**config.mk**
```make
export PLATFORM = sky130hd
export DESIGN_NAME = serial_alu_seq
export DESIGN_NICKNAME = d
export VERILOG_FILES = /design/src/rtl/serial_alu_seq.sv
export SDC_FILE = /design/constraint.sdc
export NUM_CORES = 1
export LEC_CHECK = 0
export CAP_MARGIN = 20
export CORE_ASPECT_RATIO = 1.4
export CORE_MARGIN = 2
export CORE_UTILIZATION = 30
export CTS_CLUSTER_SIZE = 40
export DETAILED_ROUTE_END_ITERATION = 8
export GPL_TIMING_DRIVEN = 0
export HOLD_SLACK_MARGIN = 0.15
export PLACE_DENSITY = 0.48
export SYNTH_ARGS = -nofsm -noshare
export SYNTH_HDL_FRONTEND = slang
export SYNTH_SLANG_ARGS = --single-unit
export TNS_END_PERCENT = 1
```
**constraint.sdc**
```tcl
create_clock -name CLK -period 4.4 [get_ports CLK]
set_clock_uncertainty 0.05 [all_clocks]
set_input_delay 0.88 -clock CLK [delete_from_list [all_inputs] [get_ports CLK]]
set_output_delay 0.88 -clock CLK [all_outputs]
set_load 0.01 [all_outputs]
```
**src/rtl/serial_alu_seq.sv**
```systemverilog
// Bit-serial add/subtract using one external full-adder slice; DONE pulses WIDTH cycles after START is accepted.
// START is sampled only in IDLE and ignored while BUSY or DONE is high, with no queueing.
module serial_alu_seq #(
    parameter int WIDTH = 16
) (
    input  logic             CLK,
    input  logic             RST,
    input  logic             START,
    input  logic             SUB,
    input  logic [WIDTH-1:0] A,
    input  logic [WIDTH-1:0] B,
    output logic             BUSY,
    output logic             DONE,
    output logic [WIDTH-1:0] RESULT,
    output logic             COUT,
    output logic             OVF,
    output logic             ZERO,
    output logic             FA_A,
    output logic             FA_B,
    output logic             FA_CIN,
    input  logic             FA_S,
    input  logic             FA_COUT
);

    localparam int CW = (WIDTH > 1) ? $clog2(WIDTH) : 1;
    localparam logic [CW-1:0] LAST = CW'(WIDTH - 1);

    typedef enum logic [1:0] {
        S_IDLE = 2'd0,
        S_RUN  = 2'd1,
        S_FIN  = 2'd2
    } state_t;

    state_t           state_q;
    logic [WIDTH-1:0] areg_q;
    logic [WIDTH-1:0] breg_q;
    logic [WIDTH-1:0] rreg_q;
    logic             carry_q;
    logic [CW-1:0]    cnt_q;
    logic             busy_q;
    logic             done_q;
    logic [WIDTH-1:0] result_q;
    logic             cout_q;
    logic             ovf_q;
    logic             zero_q;

    // Partial sum including the bit the adder is producing this cycle.
    logic [WIDTH-1:0] sum_d;
    assign sum_d = {FA_S, rreg_q[WIDTH-1:1]};

    always_ff @(posedge CLK or posedge RST) begin
        if (RST) begin
            state_q  <= S_IDLE;
            areg_q   <= '0;
            breg_q   <= '0;
            rreg_q   <= '0;
            carry_q  <= 1'b0;
            cnt_q    <= '0;
            busy_q   <= 1'b0;
            done_q   <= 1'b0;
            result_q <= '0;
            cout_q   <= 1'b0;
            ovf_q    <= 1'b0;
            zero_q   <= 1'b0;
        end else begin
            case (state_q)
                S_IDLE: begin
                    done_q <= 1'b0;
                    if (START) begin
                        areg_q  <= A;
                        breg_q  <= SUB ? ~B : B;
                        carry_q <= SUB;
                        cnt_q   <= '0;
                        busy_q  <= 1'b1;
                        state_q <= S_RUN;
                    end
                end
                S_RUN: begin
                    areg_q  <= areg_q >> 1;
                    breg_q  <= breg_q >> 1;
                    rreg_q  <= sum_d;
                    carry_q <= FA_COUT;
                    if (cnt_q == LAST) begin
                        cnt_q    <= '0;
                        result_q <= sum_d;
                        cout_q   <= FA_COUT;
                        // Operand MSBs have been shifted down to bit 0 by now.
                        ovf_q    <= (areg_q[0] == breg_q[0]) && (FA_S != areg_q[0]);
                        zero_q   <= (sum_d == '0);
                        busy_q   <= 1'b0;
                        done_q   <= 1'b1;
                        state_q  <= S_FIN;
                    end else begin
                        cnt_q <= cnt_q + 1'b1;
                    end
                end
                S_FIN: begin
                    done_q  <= 1'b0;
                    state_q <= S_IDLE;
                end
                default: begin
                    busy_q  <= 1'b0;
                    done_q  <= 1'b0;
                    state_q <= S_IDLE;
                end
            endcase
        end
    end

    // busy_q is high exactly in RUN, so the adder inputs idle at 0 elsewhere.
    assign FA_A   = busy_q & areg_q[0];
    assign FA_B   = busy_q & breg_q[0];
    assign FA_CIN = busy_q & carry_q;

    assign BUSY   = busy_q;
    assign DONE   = done_q;
    assign RESULT = result_q;
    assign COUT   = cout_q;
    assign OVF    = ovf_q;
    assign ZERO   = zero_q;

endmodule

```
run_1/util_map.png
The die is cut into 9 by 13 equal tiles; white is low, dark blue is high, 0 to 100% covered.
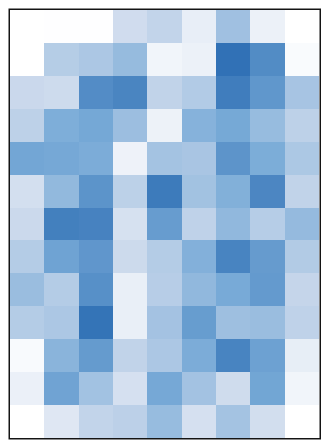
nearly empty tiles: 6.0%
mean over tiles: 35%
fullest tile: 74%
Final Util: 40.9%
core box area: 10900 um^2

run_1/ff_map.png
Other sequential cells in the stronger gray, the rest of the logic in the fainter gray.
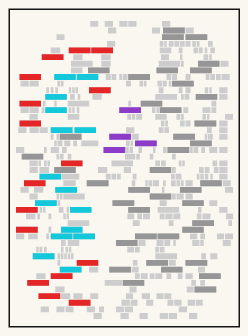
| color | name in the netlist | flops |
|---|---|---|
| purple | `cnt_q` | 4 |
| cyan | `rreg_q` | 15 |
| red | `RESULT` | 16 |
seq pwr: 1170 uW
FF/Latch Area: 1880 um^2

==> flow_metrics.tcl, run 1 <==
# collected from the flow reports
set metrics [dict create \
    cts_resized 0 \
    yosysChipArea_um2 3370 \
    ys_seq_share_pct 55.7 \
    top_layer_used "met4" \
    min_path_cells 2 \
    yosysWarnings 0 \
    ys.flops 75 \
    n_fill_cell 1113 \
    pwr_density_cell_nw_per_um2 634 \
    peakVddDrop_mv 0.234 \
    track_usage_pct 14.4 \
    status "completed" \
    required_ns 3.47 \
    p_leak_uw 0.00197 \
    cts_tree "yes" \
    vias_per_cell 4.78 \
    regToRegStartpoint "cnt_q[0]" \
    route.detailed.drc 0 \
    final-comb-area_um2 1350 \
    cts_root_buf "clkbuf_16" \
    areaGrowthSynthToFinish_pct 32.6 \
    r2r_cells 5 \
    place_area_um2 4170 \
    clkSinkCount 75 \
    p_seq_share_pct 41.3 \
    hold_class "reg -> reg" \
    syn_area_per_cell_um2 10.7 \
    finalPower_uw 2840 \
    endpoint_kind "output pin" \
    arrival_ns 1.48 \
    power_frac_comb_pct 33.0 \
    diodes 0 \
    clock_power_share_pct 25.7 \
    ys_cells 316 \
    grt-ovfl-total 0 \
    avgRoutedWirePerCell_um 15.4 \
    met1_usage_pct 18.4 \
    busiest_layer "met2" \
    fin_nets 427 \
    synth_top_area_share_pct 55.7 \
    final-hold-violation-count 0 \
    top_cells_by_area "dfrtp_1 (56%), nand2_1 (7.3%), xor2_1 (4.4%)" \
    min_period_ns 2.41 \
    grt_pass1_wl_um 13500 \
    htree_levels 3 \
    met2_usage_pct 23.6 \
    vias 2549 \
    seq_share_pct 42.0 \
    p_int_uw 1930 \
    fmax_mhz 415 \
    synthesis.area_um2 3370 \
    layout_top_cell "dfrtp_1" \
    crit_fanout 6 \
    first_global_vias 2681 \
]
run_1/placed.png
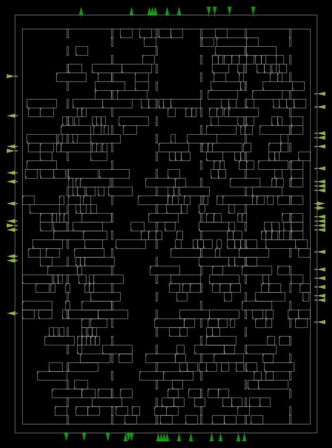
Non-Filler Instances: 533
Tapcells: 141

## run 1: sequential cells by signal (all words and copies together), names as in the netlist, 2 cells and up
name and cells:
RESULT 16, areg_q 16, breg_q 16, cnt_q 4, rreg_q 15, state_q 2
## run 1: synthesized netlist by cell type
library cell / count
o31ai_1: 1
nand2b_1: 3
dfrtp_1: 75
nor2b_1: 1
a2bb2oi_1: 15
a21oi_1: 2
nand2_1: 66
o21bai_1: 1
nor4_1: 4
buf_2: 11
o21ai_0: 23
a31oi_1: 16
mux2_2: 13
nor2_8: 1
a22o_1: 3
nor2_1: 3
nand4_1: 1
buf_4: 3
nand3_1: 2
mux2_4: 1
clkbuf_2: 1
nand3_2: 1
nor3b_1: 1
xor2_1: 17
buf_12: 1
inv_1: 4
buf_6: 1
o22ai_1: 16
mux2_1: 4
and2_1: 19
ha_1: 1
clkbuf_1: 5
## run 1: per-stage QoR
| stage | setup slack, ns | hold WS (ns) | util (%) |
|---|---|---|---|
| after CTS | 1.95 | 0.427 | 40.9 |
| after floorplan | 1.56 | 0.392 | - |
| after global routing | 1.91 | 0.437 | 40.9 |
| after global placement | 0.104 | 0.406 | 38.0 |
| final | 1.99 | 0.423 | 40.9 |
| after detailed placement | 1.83 | 0.414 | 38.2 |
## run 1: worst max-delay path: stages, from the launching register on
cell and delay, ns:
dfrtp_1 0.44, and2_1 0.17, clkdlybuf4s50_1 0.53
## run 1: power groups by stage
stage          sequential (uW)  clock [uW]  combinational (uW)
6_report                  1170         729                 935
5_1_grt                   1210         775                1050
4_1_cts                   1180         748                 951
3_5_place_dp              1180           0                 944
3_3_place_gp              1180           0                 931
2_1_floorplan             1160           0                 574
run_1/m2.png
Cells faint in the background.
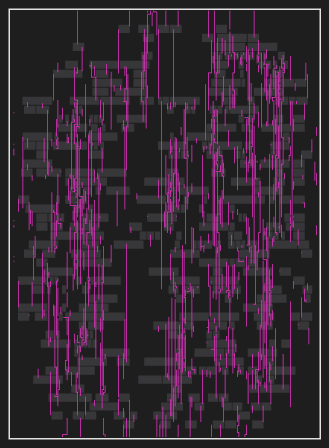

==> run 2, diff against run 1 <==
--- a/config.mk
+++ b/config.mk
@@ -13,7 +13,7 @@
 export DETAILED_ROUTE_END_ITERATION = 8
 export GPL_TIMING_DRIVEN = 0
 export HOLD_SLACK_MARGIN = 0.15
-export PLACE_DENSITY = 0.48
+export PLACE_DENSITY = 0.5
 export SYNTH_ARGS = -nofsm -noshare
 export SYNTH_HDL_FRONTEND = slang
 export SYNTH_SLANG_ARGS = --single-unit
==> constraint.sdc (replaced) <==
create_clock -name CLK -period 1.95 [get_ports CLK]
set_clock_uncertainty 0.05 [all_clocks]
set_input_delay 0.39 -clock CLK [delete_from_list [all_inputs] [get_ports CLK]]
set_output_delay 0.39 -clock CLK [all_outputs]
set_load 0.01 [all_outputs]
run_2/m2.png
Cells faint in the background.
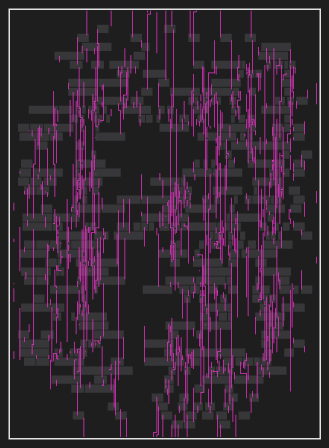
nets with wire on the layer: 361
longest straight run: 54.4 um
main direction: vertical

run_2/ff_map.png
Other sequential cells in the stronger gray, the rest of the logic in the fainter gray.
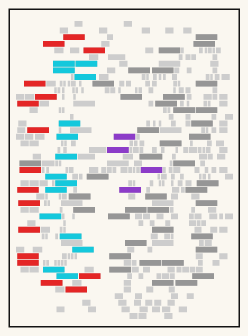
| color | name in the netlist | flops |
|---|---|---|
| purple | `cnt_q` | 4 |
| cyan | `rreg_q` | 15 |
| red | `RESULT` | 16 |
not colored: 40
FF/Latch Area: 1880 um^2
fraction of area in registers: 42.6%
seq pwr: 2630 uW
Final Util: 40.4%

==> run 2 against run 1 <==
Compared with the run above: clock power rose by 93%; non-clock buffer count did not move; worst setup slack got worse by 1.9 ns; flip-flop count did not move; sequential share of layout area rose by 0.59 points; worst hold slack got worse by 0.0012 ns; cell count fell by 0.56%; global-route usage fell by 0.15 points; combinational power rose by 120%; die size did not move; critical endpoint unchanged; design area fell by 1.3%; critical path type unchanged.
==> flow_metrics.tcl, run 2 <==
# collected from the flow reports
set metrics [dict create \
    critPathTopFamily "buffers and inverters" \
    ys_seq_share_pct 55.7 \
    final-comb-area_um2 1350 \
    endpoint_kind "output pin" \
    cts_root_buf "clkbuf_16" \
    yosysWarnings 0 \
    crit_path_max_incr_delay_ns 0.54 \
    critical-path-slowest-cell "clkdlybuf4s50_1" \
    path_cells "and2_1 > clkdlybuf4s50_1" \
    p_seq_share_pct 42.9 \
    ys.flops 75 \
    track_usage_pct 14.2 \
    cts_tree "yes" \
    arrival_ns 1.43 \
    setup_ws_ns 0.0817 \
    fin_nets 427 \
    grt_pass1_wl_um 13400 \
    power_frac_comb_pct 34.2 \
    r2r_cells 5 \
    ff_type "dfrtp_1" \
    required_ns 1.51 \
    async_reset_ff_share_pct 100 \
    synthesis.area_um2 3370 \
    layout_top_cell "dfrtp_1" \
    holdWs_ns 0.421 \
    clkSinkCount 75 \
    n_fill_cell 1107 \
    edf_count 0 \
    place_area_um2 4170 \
    first_global_vias 2664 \
    route.detailed.drc 0 \
    coreArea_um2 10900 \
    areaGrowthSynthToFinish_pct 30.8 \
    status "completed" \
    peakVddDrop_mv 0.628 \
    regToRegStartpoint "cnt_q[0]" \
]
==> run 2: cell types whose count changed in the layout (fill, tap and decap cells not counted) <==
cell,change
clkbuf_8,-5
clkbuf_1,+2
clkinvlp_4,+1
dfrtp_1,-1
dfrtp_2,+1
inv_4,-1
==> run 2: metal layers <==
| layer | GRT usage (%) | wire [um] | vias to the layer above |
|---|---|---|---|
| li1 | - | - | 1238 |
| met4 | 6.65 | 166 | 0 |
| met3 | 2.38 | 406 | 13 |
| met5 | 0 | 0 | - |
| met1 | 18.3 | 3570 | 1254 |
| met2 | 23.4 | 3800 | 55 |
==> run 2: power by group through the flow <==
stage / sequential (uW) / clock (uW) / combinational [uW]
finish: 2630 / 1410 / 2100
global route: 2750 / 1520 / 2350
CTS: 2640 / 1450 / 2150
detailed placement: 2660 / 0 / 2130
global placement: 2650 / 0 / 2090
floorplan: 2620 / 0 / 1290
==> run 2: worst register-to-register path, cell delays in order (launching register included) <==
cell,delay (ns)
dfrtp_1,0.39
ha_1,0.22
nand3_2,0.22
nor2_8,0.27
buf_12,0.17
mux2_2,0.33
==> run 2: final cells by class <==
class / count / area share, %
clock buffer: 11 / 5.28
sequential: 75 / 42.6
tap: 141 / 4.00
multi-input combinational: 215 / 30.5
clock inverter: 1 / 0.113
inverter: 4 / 0.425
buffer: 22 / 3.01
timing repair buffer: 61 / 14.1
==> run 2: kinds of logic after synthesis <==
logic type               after synthesis
AND-OR/OR-AND                         77
XOR/XNOR                              17
adder cells (fa/ha/maj)                1
buffers and inverters                 26
flip-flops                            75
multiplexers                          18
AND/OR/NAND/NOR                      102
run_2/util_map.png
The die is cut into 9 by 13 equal tiles; white is low, dark blue is high, 0 to 100% covered.
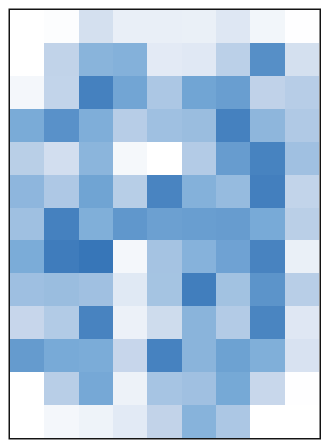

==> run 3, diff against run 2 <==
--- a/config.mk
+++ b/config.mk
@@ -13,7 +13,7 @@
 export DETAILED_ROUTE_END_ITERATION = 8
 export GPL_TIMING_DRIVEN = 0
 export HOLD_SLACK_MARGIN = 0.15
-export PLACE_DENSITY = 0.5
+export PLACE_DENSITY_LB_ADDON = 0.1
 export SYNTH_ARGS = -nofsm -noshare
 export SYNTH_HDL_FRONTEND = slang
 export SYNTH_SLANG_ARGS = --single-unit
run_3/util_map.png
The die is cut into 9 by 13 equal tiles; white is low, dark blue is high, 0 to 100% covered.
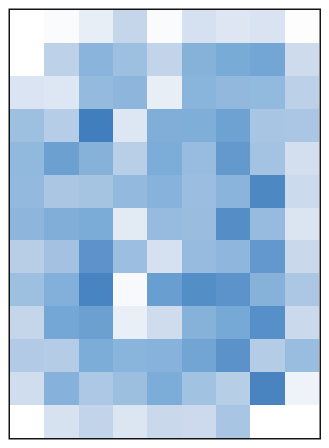
Final Util: 40.6%
fp util: 30.9%

run_3/m1.png
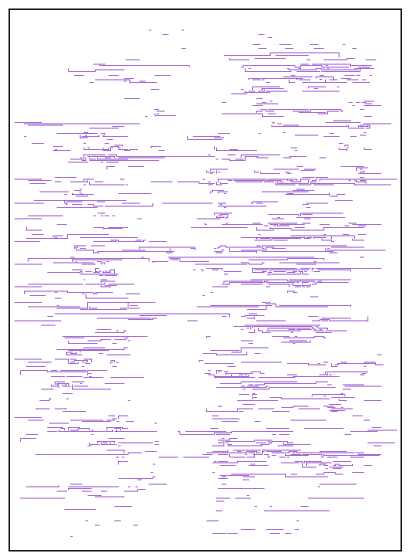
wire length on this layer: 3910 um
main direction: horizontal
met1 Use GR: 19.8%
vias: 2632
Total Routed Length: 8260 um

==> run 3 against run 2 <==
Compared with the run above: sequential share of layout area is 0.23 points lower; highest routed layer unchanged; largest cell class unchanged; largest power group unchanged; power is 1.6% higher; worst hold slack hardly changed; critical endpoint is now FA_A.
==> flow_metrics.tcl, run 3 <==
# collected from the flow reports
set metrics [dict create \
    critical-path-slowest-cell "clkdlybuf4s50_1" \
    simple_gate_share_pct 14.3 \
    fmax_mhz 535 \
    arrival_ns 1.43 \
    grt_pass1_wl_um 13800 \
    crit_fanout 4 \
    holdBufCountCts 0 \
    synth_cell_type_count 32 \
    status "completed" \
    setup_viol 0 \
    ys_sh_aoi_pct 14.8 \
    port_buffers 60 \
    avgRoutedWirePerCell_um 15.5 \
    wl_met1_um 3910 \
    path_cells "and2_1 > clkdlybuf4s50_1" \
    die_h_um 129 \
    cts_root_buf "clkbuf_16" \
    worstHoldStart "areg_q[13]" \
    warning_count 26 \
    coreArea_um2 10900 \
    cts_buffers 9 \
    layout_top_cell "dfrtp_1" \
    place_area_um2 4170 \
    crit_buf_inv 1 \
    ys.flops 75 \
    min_path_cells 2 \
    syn_area_per_cell_um2 10.7 \
    drtIter0Drc 86 \
    htree_levels 3 \
    r2r_slack_ns 0.19 \
    cts_buffer_depth 2 \
    cts_tree "yes" \
    ant_nets 0 \
    first_global_vias 2709 \
    wl_met2_um 3770 \
    grt-ovfl-total 0 \
    busiest_layer "met2" \
    min_period_ns 1.87 \
    tightest_slew_ns 0.843 \
    ys_cells 316 \
    holdWs_ns 0.421 \
    clock.latency.late_pin_ns 0.33 \
    r2r_cells 5 \
    critPathTopFamily "buffers and inverters" \
    crit_path_max_incr_delay_ns 0.53 \
    diodes 0 \
    met3_length_um 375 \
    hold_class "reg -> reg" \
    slew_headroom_pct 43.7 \
    critPathKind "reg -> out" \
    period_used_pct 95.9 \
    stdcell_area_um2 4440 \
    endpoint_kind "output pin" \
    ff_type "dfrtp_1" \
    synth_adder_area_share_pct 0.371 \
    regToRegStartpoint "cnt_q[0]" \
    ys_seq_share_pct 55.7 \
    gp_congestion 0.760 \
    track_usage_pct 14.8 \
    top_layer_used "met4" \
    synthCells 316 \
    rows 45 \
    fin_nets 427 \
    required_ns 1.51 \
    yosysWarnings 0 \
    die-area_um2 12100 \
    die_w_um 93.6 \
    edf_count 0 \
    final-hold-violation-count 0 \
    yosysChipArea_um2 3370 \
    met2_usage_pct 23.4 \
    met3_usage_pct 2.21 \
    most_common_cell "dfrtp_1" \
    final_cell_mix "dfrtp_1 (74), nand2_1 (66), clkdlybuf4s50_1 (60), o21ai_0 (23), and2_1 (19)" \
    n_fill_cell 1099 \
    max_cap_viol_count 0 \
    clkSinkCount 75 \
    rsz0062_at_grt "false" \
    common_cells "dfrtp_1 (75), nand2_1 (66), o21ai_0 (23), and2_1 (19), xor2_1 (17)" \
    synthesis.area_um2 3370 \
    largest_area_cell "dfrtp_1" \
    peakVddDrop_mv 0.577 \
    async_reset_ff_share_pct 100 \
    areaGrowthSynthToFinish_pct 31.5 \
    path_clk_slew_ns 0.06 \
    route.detailed.drc 0 \
    io_pins 62 \
    pwr_density_cell_nw_per_um2 1410 \
    rr_endpoint "RESULT[7]" \
    synth_top_area_share_pct 55.7 \
]
[run 3: cell count changes in the layout (fill, tap and decap cells not counted), sizes merged]
cell,previous run,this run
clkinv,1,3
clkbuf,17,18
[run 3: power by group]
group / leakage, uW / internal, uW / total, uW / switching, uW
logic: 0.000879 / 1140 / 2110 / 971
clock network: 0.000132 / 883 / 1500 / 613
registers: 0.000939 / 2200 / 2640 / 442
[run 3: worst max path at each step]
stage               depth (start not counted)  slack [ns]       from         to
floorplan                                   5        0.38   cnt_q[0]  RESULT[5]
global placement                            2       -0.32        RST  breg_q[5]
detailed placement                          6       -0.13      START  breg_q[5]
CTS                                         2        0.04       BUSY       FA_B
global route                                2        0.02  breg_q[0]       FA_B
finish                                      2        0.08  areg_q[0]       FA_A
[run 3: metrics by stage]
step	std cells	util [%]	setup WS, ns	total power, uW	setup TNS, ns
finish	533	40.6	0.0792	6250	0
global route	533	40.6	0.0195	6690	0
CTS	533	40.6	0.0378	6330	0
detailed placement	518	38.2	-0.129	4790	-1.05
global placement	517	38.0	-0.325	4760	-25.12
floorplan	316	-	0.384	3910	0
[run 3: layout make-up]
type                    instances  area [um^2]  share of cell area, %
well taps                     141          176                   3.98
inverters                       4         18.8                  0.423
clock buffers                  12          246                   5.56
repair buffers                 61          621                   14.0
plain buffers                  22          133                   2.99
flip-flops and latches         75         1880                   42.3
clock inverters                 3         15.0                  0.339
multi-input cells             215         1350                   30.4
[run 3: kinds of logic (layout without fill, tap and decap cells)]
| family | after synthesis | count (layout) |
|---|---|---|
| buffers and inverters | 26 | 102 |
| muxes | 18 | 18 |
| DFF | 75 | 75 |
| xor gates and xnor gates | 17 | 17 |
| AOI/OAI and AO/OA | 77 | 77 |
| and+or+nand+nor | 102 | 102 |
| adders and majority gates | 1 | 1 |
Power figures rest on the tool's default switching activity, not on a simulated workload.
